File: src/rtl/avl_gain_master.sv
// avl_gain_master
// Avalon-MM master that streams len 32-bit words from src to dst, scaling
// each word by an unsigned Q8.8 gain. One word = one read followed by one
// write; no outstanding transactions.
//
// Build option: define AVM_GAIN_SAT_EN to saturate the scaled result to the
// signed 32-bit range; otherwise the result wraps (product bits [39:8]).
//
// Ports
//   csi_clk              system clock, rising edge
//   rsi_reset            synchronous active-high reset
//   ctl_start            start pulse, only sampled in IDLE
//   ctl_src / ctl_dst    word-aligned source / destination byte addresses
//   ctl_len              number of words to move
//   ctl_gain             unsigned Q8.8 gain (0x0100 = 1.0)
//   ctl_busy             high while a transfer is in flight
//   ctl_done             one-cycle completion pulse
//   ctl_count            words written in the current or last transfer
//   avm_m0_*             Avalon-MM master port
//
// state | meaning
// IDLE  | waiting for ctl_start
// RD    | read request held until waitrequest drops
// WR    | write of the scaled sample held until waitrequest drops
// DONE  | one-cycle completion pulse, then back to IDLE
module avl_gain_master #(
    parameter int LEN_W = 16
) (
    input  logic             csi_clk,
    input  logic             rsi_reset,
    input  logic             ctl_start,
    input  logic [31:0]      ctl_src,
    input  logic [31:0]      ctl_dst,
    input  logic [LEN_W-1:0] ctl_len,
    input  logic [15:0]      ctl_gain,
    output logic             ctl_busy,
    output logic             ctl_done,
    output logic [LEN_W-1:0] ctl_count,
    output logic [31:0]      avm_m0_address,
    output logic             avm_m0_read,
    output logic             avm_m0_write,
    output logic [31:0]      avm_m0_writedata,
    output logic [3:0]       avm_m0_byteenable,
    input  logic [31:0]      avm_m0_readdata,
    input  logic             avm_m0_waitrequest
);

    typedef enum logic [1:0] {IDLE, RD, WR, DONE} state_t;

    state_t             state_q, state_n;
    logic [31:0]        src_q, src_n;
    logic [31:0]        dst_q, dst_n;
    logic [LEN_W-1:0]   len_q, len_n;
    logic [15:0]        gain_q, gain_n;
    logic [LEN_W-1:0]   count_q, count_n;
    logic               busy_q, busy_n;
    logic               done_q, done_n;
    logic               read_q, read_n;
    logic               write_q, write_n;
    logic [31:0]        addr_q, addr_n;
    logic [31:0]        wdata_q, wdata_n;

    logic signed [47:0] sample_ext;
    logic signed [47:0] gain_ext;
    logic signed [47:0] product;
    logic [31:0]        result;
    logic [LEN_W-1:0]   count_inc;

    assign avm_m0_byteenable = 4'b1111;

    // 32x17-bit signed product always fits in 48 bits, so no overflow here.
    assign sample_ext = {{16{avm_m0_readdata[31]}}, avm_m0_readdata};
    assign gain_ext   = {32'd0, gain_q};
    assign product    = sample_ext * gain_ext;

`ifdef AVM_GAIN_SAT_EN
    // The shifted value fits in 32 signed bits only if bits [47:39] agree.
    always_comb begin
        if ((product[47:39] == 9'h000) || (product[47:39] == 9'h1FF)) begin
            result = product[39:8];
        end else if (product[47]) begin
            result = 32'h8000_0000;
        end else begin
            result = 32'h7FFF_FFFF;
        end
    end
`else
    assign result = product[39:8];
`endif

    assign count_inc = count_q + LEN_W'(1);

    always_ff @(posedge csi_clk) begin
        if (rsi_reset) begin
            state_q <= IDLE;
            src_q   <= '0;
            dst_q   <= '0;
            len_q   <= '0;
            gain_q  <= '0;
            count_q <= '0;
            busy_q  <= 1'b0;
            done_q  <= 1'b0;
            read_q  <= 1'b0;
            write_q <= 1'b0;
            addr_q  <= '0;
            wdata_q <= '0;
        end else begin
            state_q <= state_n;
            src_q   <= src_n;
            dst_q   <= dst_n;
            len_q   <= len_n;
            gain_q  <= gain_n;
            count_q <= count_n;
            busy_q  <= busy_n;
            done_q  <= done_n;
            read_q  <= read_n;
            write_q <= write_n;
            addr_q  <= addr_n;
            wdata_q <= wdata_n;
        end
    end

    always_comb begin
        state_n = state_q;
        src_n   = src_q;
        dst_n   = dst_q;
        len_n   = len_q;
        gain_n  = gain_q;
        count_n = count_q;
        busy_n  = busy_q;
        done_n  = 1'b0;
        read_n  = read_q;
        write_n = write_q;
        addr_n  = addr_q;
        wdata_n = wdata_q;

        case (state_q)
            IDLE: begin
                if (ctl_start) begin
                    src_n   = ctl_src;
                    dst_n   = ctl_dst;
                    len_n   = ctl_len;
                    gain_n  = ctl_gain;
                    count_n = '0;
                    if (ctl_len != '0) begin
                        read_n  = 1'b1;
                        addr_n  = ctl_src;
                        busy_n  = 1'b1;
                        state_n = RD;
                    end else begin
                        done_n  = 1'b1;
                        state_n = DONE;
                    end
                end
            end
            RD: begin
                if (!avm_m0_waitrequest) begin
                    wdata_n = result;
                    read_n  = 1'b0;
                    write_n = 1'b1;
                    addr_n  = dst_q;
                    state_n = WR;
                end
            end
            WR: begin
                if (!avm_m0_waitrequest) begin
                    write_n = 1'b0;
                    src_n   = src_q + 32'd4;
                    dst_n   = dst_q + 32'd4;
                    count_n = count_inc;
                    if (count_inc == len_q) begin
                        busy_n  = 1'b0;
                        done_n  = 1'b1;
                        state_n = DONE;
                    end else begin
                        read_n  = 1'b1;
                        addr_n  = src_q + 32'd4;
                        state_n = RD;
                    end
                end
            end
            DONE: begin
                state_n = IDLE;
            end
            default: begin
                state_n = IDLE;
            end
        endcase
    end

    assign ctl_busy         = busy_q;
    assign ctl_done         = done_q;
    assign ctl_count        = count_q;
    assign avm_m0_address   = addr_q;
    assign avm_m0_read      = read_q;
    assign avm_m0_write     = write_q;
    assign avm_m0_writedata = wdata_q;

endmodule

File: config.mk
export PLATFORM = sky130hd
export DESIGN_NAME = avl_gain_master
export DESIGN_NICKNAME = d
export VERILOG_FILES = /design/src/rtl/avl_gain_master.sv
export SDC_FILE = /design/constraint.sdc
export NUM_CORES = 2
export LEC_CHECK = 0
export ABC_AREA = 1
export CAP_MARGIN = 25
export CORE_MARGIN = 1
export CORE_UTILIZATION = 45
export CTS_BUF_LIST = sky130_fd_sc_hd__clkbuf_16
export CTS_CLUSTER_DIAMETER = 200
export CTS_CLUSTER_SIZE = 28
export DETAILED_ROUTE_END_ITERATION = 7
export PLACE_DENSITY = 0.63
export SYNTH_ARGS = -nofsm -noshare
export SYNTH_HDL_FRONTEND = slang
export SYNTH_SLANG_ARGS = --single-unit
File: constraint.sdc
create_clock -name csi_clk -period 14.2 [get_ports csi_clk]
set_input_delay 2.13 -clock csi_clk [delete_from_list [all_inputs] [get_ports csi_clk]]
set_output_delay 2.13 -clock csi_clk [all_outputs]
set_load 0.005 [all_outputs]
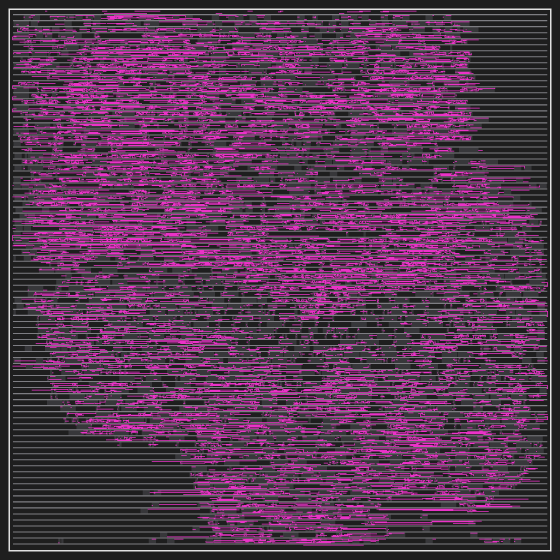
(images/layer_met1.png)
Supply wires on this layer in grey.
main direction: horizontal
longest straight run: 55.2 um
nets with wire on the layer: 4192
share of all routed wire: 42%
wire length on this layer: 33.6 mm

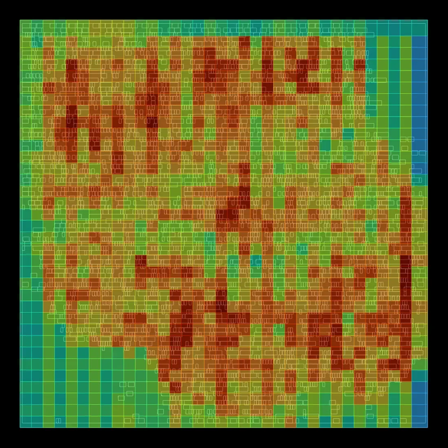
(images/congestion.png)
GRT Overall Usage: 28.0%
GR peak layer: met2

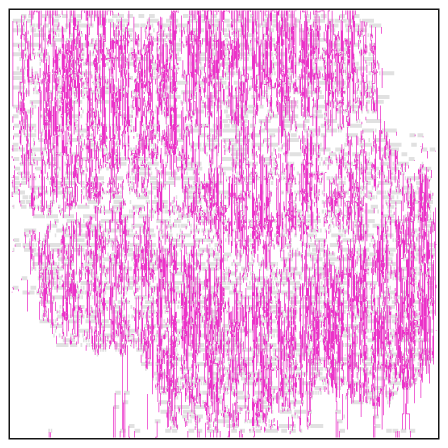
(images/layer_met2.png)
wire length on this layer: 39.9 mm
share of all routed wire: 50%
nets with wire on the layer: 3547

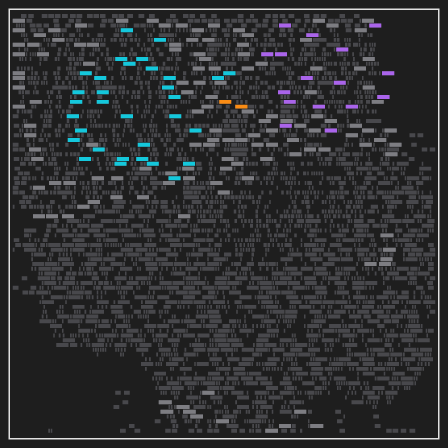
(images/flops_by_reg.png)
Other sequential cells in the stronger grey, the rest of the logic in the fainter grey.
legend:
  src_q:
    colour: cyan
    placed_flops: 32
    where: north-west
  state_q:
    colour: orange
    placed_flops: 2
  len_q:
    colour: purple
    placed_flops: 16
not coloured: 132

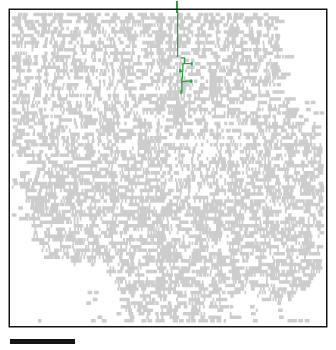
(images/io_fan.png)
Bar = 50 um.
legend:
  avm_m0_waitrequest:
    colour: green
    bits: 1
    direction: input
    edge: north
    end_cells: 4
    wire: 84.8 um

==> worst paths after layout <==
path	end	slack (ns)
worst max-delay path	avm_m0_writedata[18]$_SDFFE_PP0P_	5.83
worst min-delay path	len_q[10]$_SDFFE_PP0P_	0.47
worst max register to register	avm_m0_writedata[18]$_SDFFE_PP0P_	7.56
worst min register to register	len_q[10]$_SDFFE_PP0P_	0.47
==> logic make-up after synthesis <==
family                     after synthesis  share of synthesized area (%)
DFF                                    182                           13.8
xor gates and xnor gates                56                           2.01
adders and majority gates              512                           35.9
buffers and inverters                 1130                           16.2
AOI/OAI and AO/OA                      438                           9.28
other                                    1                         0.0142
and+or+nand+nor                       1465                           22.7
==> per-stage QoR <==
stage	hold WS [ns]	util [%]	instances	area, um2
floorplan	0.431	-	3787	26400
global placement	0.452	50.0	4589	28900
detailed placement	0.458	50.0	4589	28900
CTS	0.468	51.1	4621	29500
global route	0.498	51.1	4623	29600
finish	0.470	51.1	4623	29600
==> state kept, by name, summed over array words and instances, names as in the netlist <==
signal,cells
avm_m0_write,1
avm_m0_address,32
ctl_count,16
len_q,16
gain_q,16
avm_m0_read,1
dst_q,32
ctl_done,1
state_q,2
avm_m0_writedata,32
ctl_busy,1
src_q,32
==> worst min-delay path, stage by stage (launching register included) <==
cell and delay (ns):
dfxtp_1 0.30, inv_1 0.07, a21oi_1 0.06
==> per-layer routing <==
metal / wire length (um) / share of wire [%] / GRT usage [%] / vias up
met2: 39900 / 50 / 48.7 / 798
met4: 2740 / 3.4 / 10.1 / 0
met5: 0 / 0 / 0 / -
met3: 4200 / 5.2 / 3.30 / 144
met1: 33600 / 42 / 35.8 / 11400
li1: - / - / - / 11400
==> run notes <==
run results: layout cell share with drive strength beyond 1 2.64%, total grt overflow 0, max cap viols 0, register area 0.00366 mm2, Post-synth EDFFs 0, pre-CTS setup slack 5.44 ns, clock buffers 17, ant diodes 1, r2r startpoint gain_q[8]$_SDFFE_PP0P_, ys async rst share 0%, Slew Viols, Final 0, #MultiIn Comb 2475, most frequent cell after synthesis nand2_1, final wirelength 80.4 mm, Top Layout Cells 938 x nand2_1, 924 x inv_1, 409 x fa_1, 264 x nor2_1, 214 x clkdlybuf4s50_1, RSZ-0062 raised after global routing false, CP Data Required Time 14.59 ns, Setup crit end kind flip-flop, run status finished clean, cell count listed in synth_stat.txt 3784, Primary FF master, synth dfxtp_1, worst setup margin 5.83 ns, number of global-route vias before repair 24.1k, logic area 0.0185 mm2, DRT Pass-1 Iters 6, final setup violating endpoints 0, postcts setup bufs 0, Routed WL per cell 17.4 um, inverters 931, Buffers & Inverters on Critical Path 7, synthesized flop and latch total 182, CP delay by family, top adder cells, CTS buffer count 17, TNS Setup 0 ns, maximum root-to-sink buffer count 2, critical path depth 24, chip width 244 um, relative slew slack 32.6%, logic share of the area 62.5%, DR vias/cell 5.14, Die H 244 um, first-pass GRT wire length 131 mm, P&R area growth vs syn 12.0%, post-CTS resize count 0, Worst Tran Pin Value 1.01 ns, Max FO, Critical Path 16, Worst-path clk slew 0.08 ns, Top-area cell share 31.0%, total number of vias 23.8k, total I/O pin count 220, fmax 119 MHz, Data buffer area share 7.90%, Cell Type Count 46, Clock Tree Root clkbuf_16, largest area contributor in the netlist fa_1, H-tree lvl count 4, post-layout min period 8.37 ns, crit-path cells clkdlybuf4s50_1 > nand2_1 > fa_1 > inv_1 > fa_1 > inv_1 > fa_1 > inv_1 > fa_1 > fa_1 > inv_1 > fa_1 > inv_1 > ha_1 > a21oi_1 > o21ai_0 > a21oi_1 > nand2_1 > a21oi_1 > o21ai_0 > a21oi_1 > o21ai_0 > nand2_1 > inv_1, Crit. Startpoint avm_m0_readdata[7], HP Class flip-flop to flip-flop, worst skew pair latency 0.50 ns, tapcell count 765, CTS Sinks 182, Mapped Area 0.0264 mm2, DRC viols 0
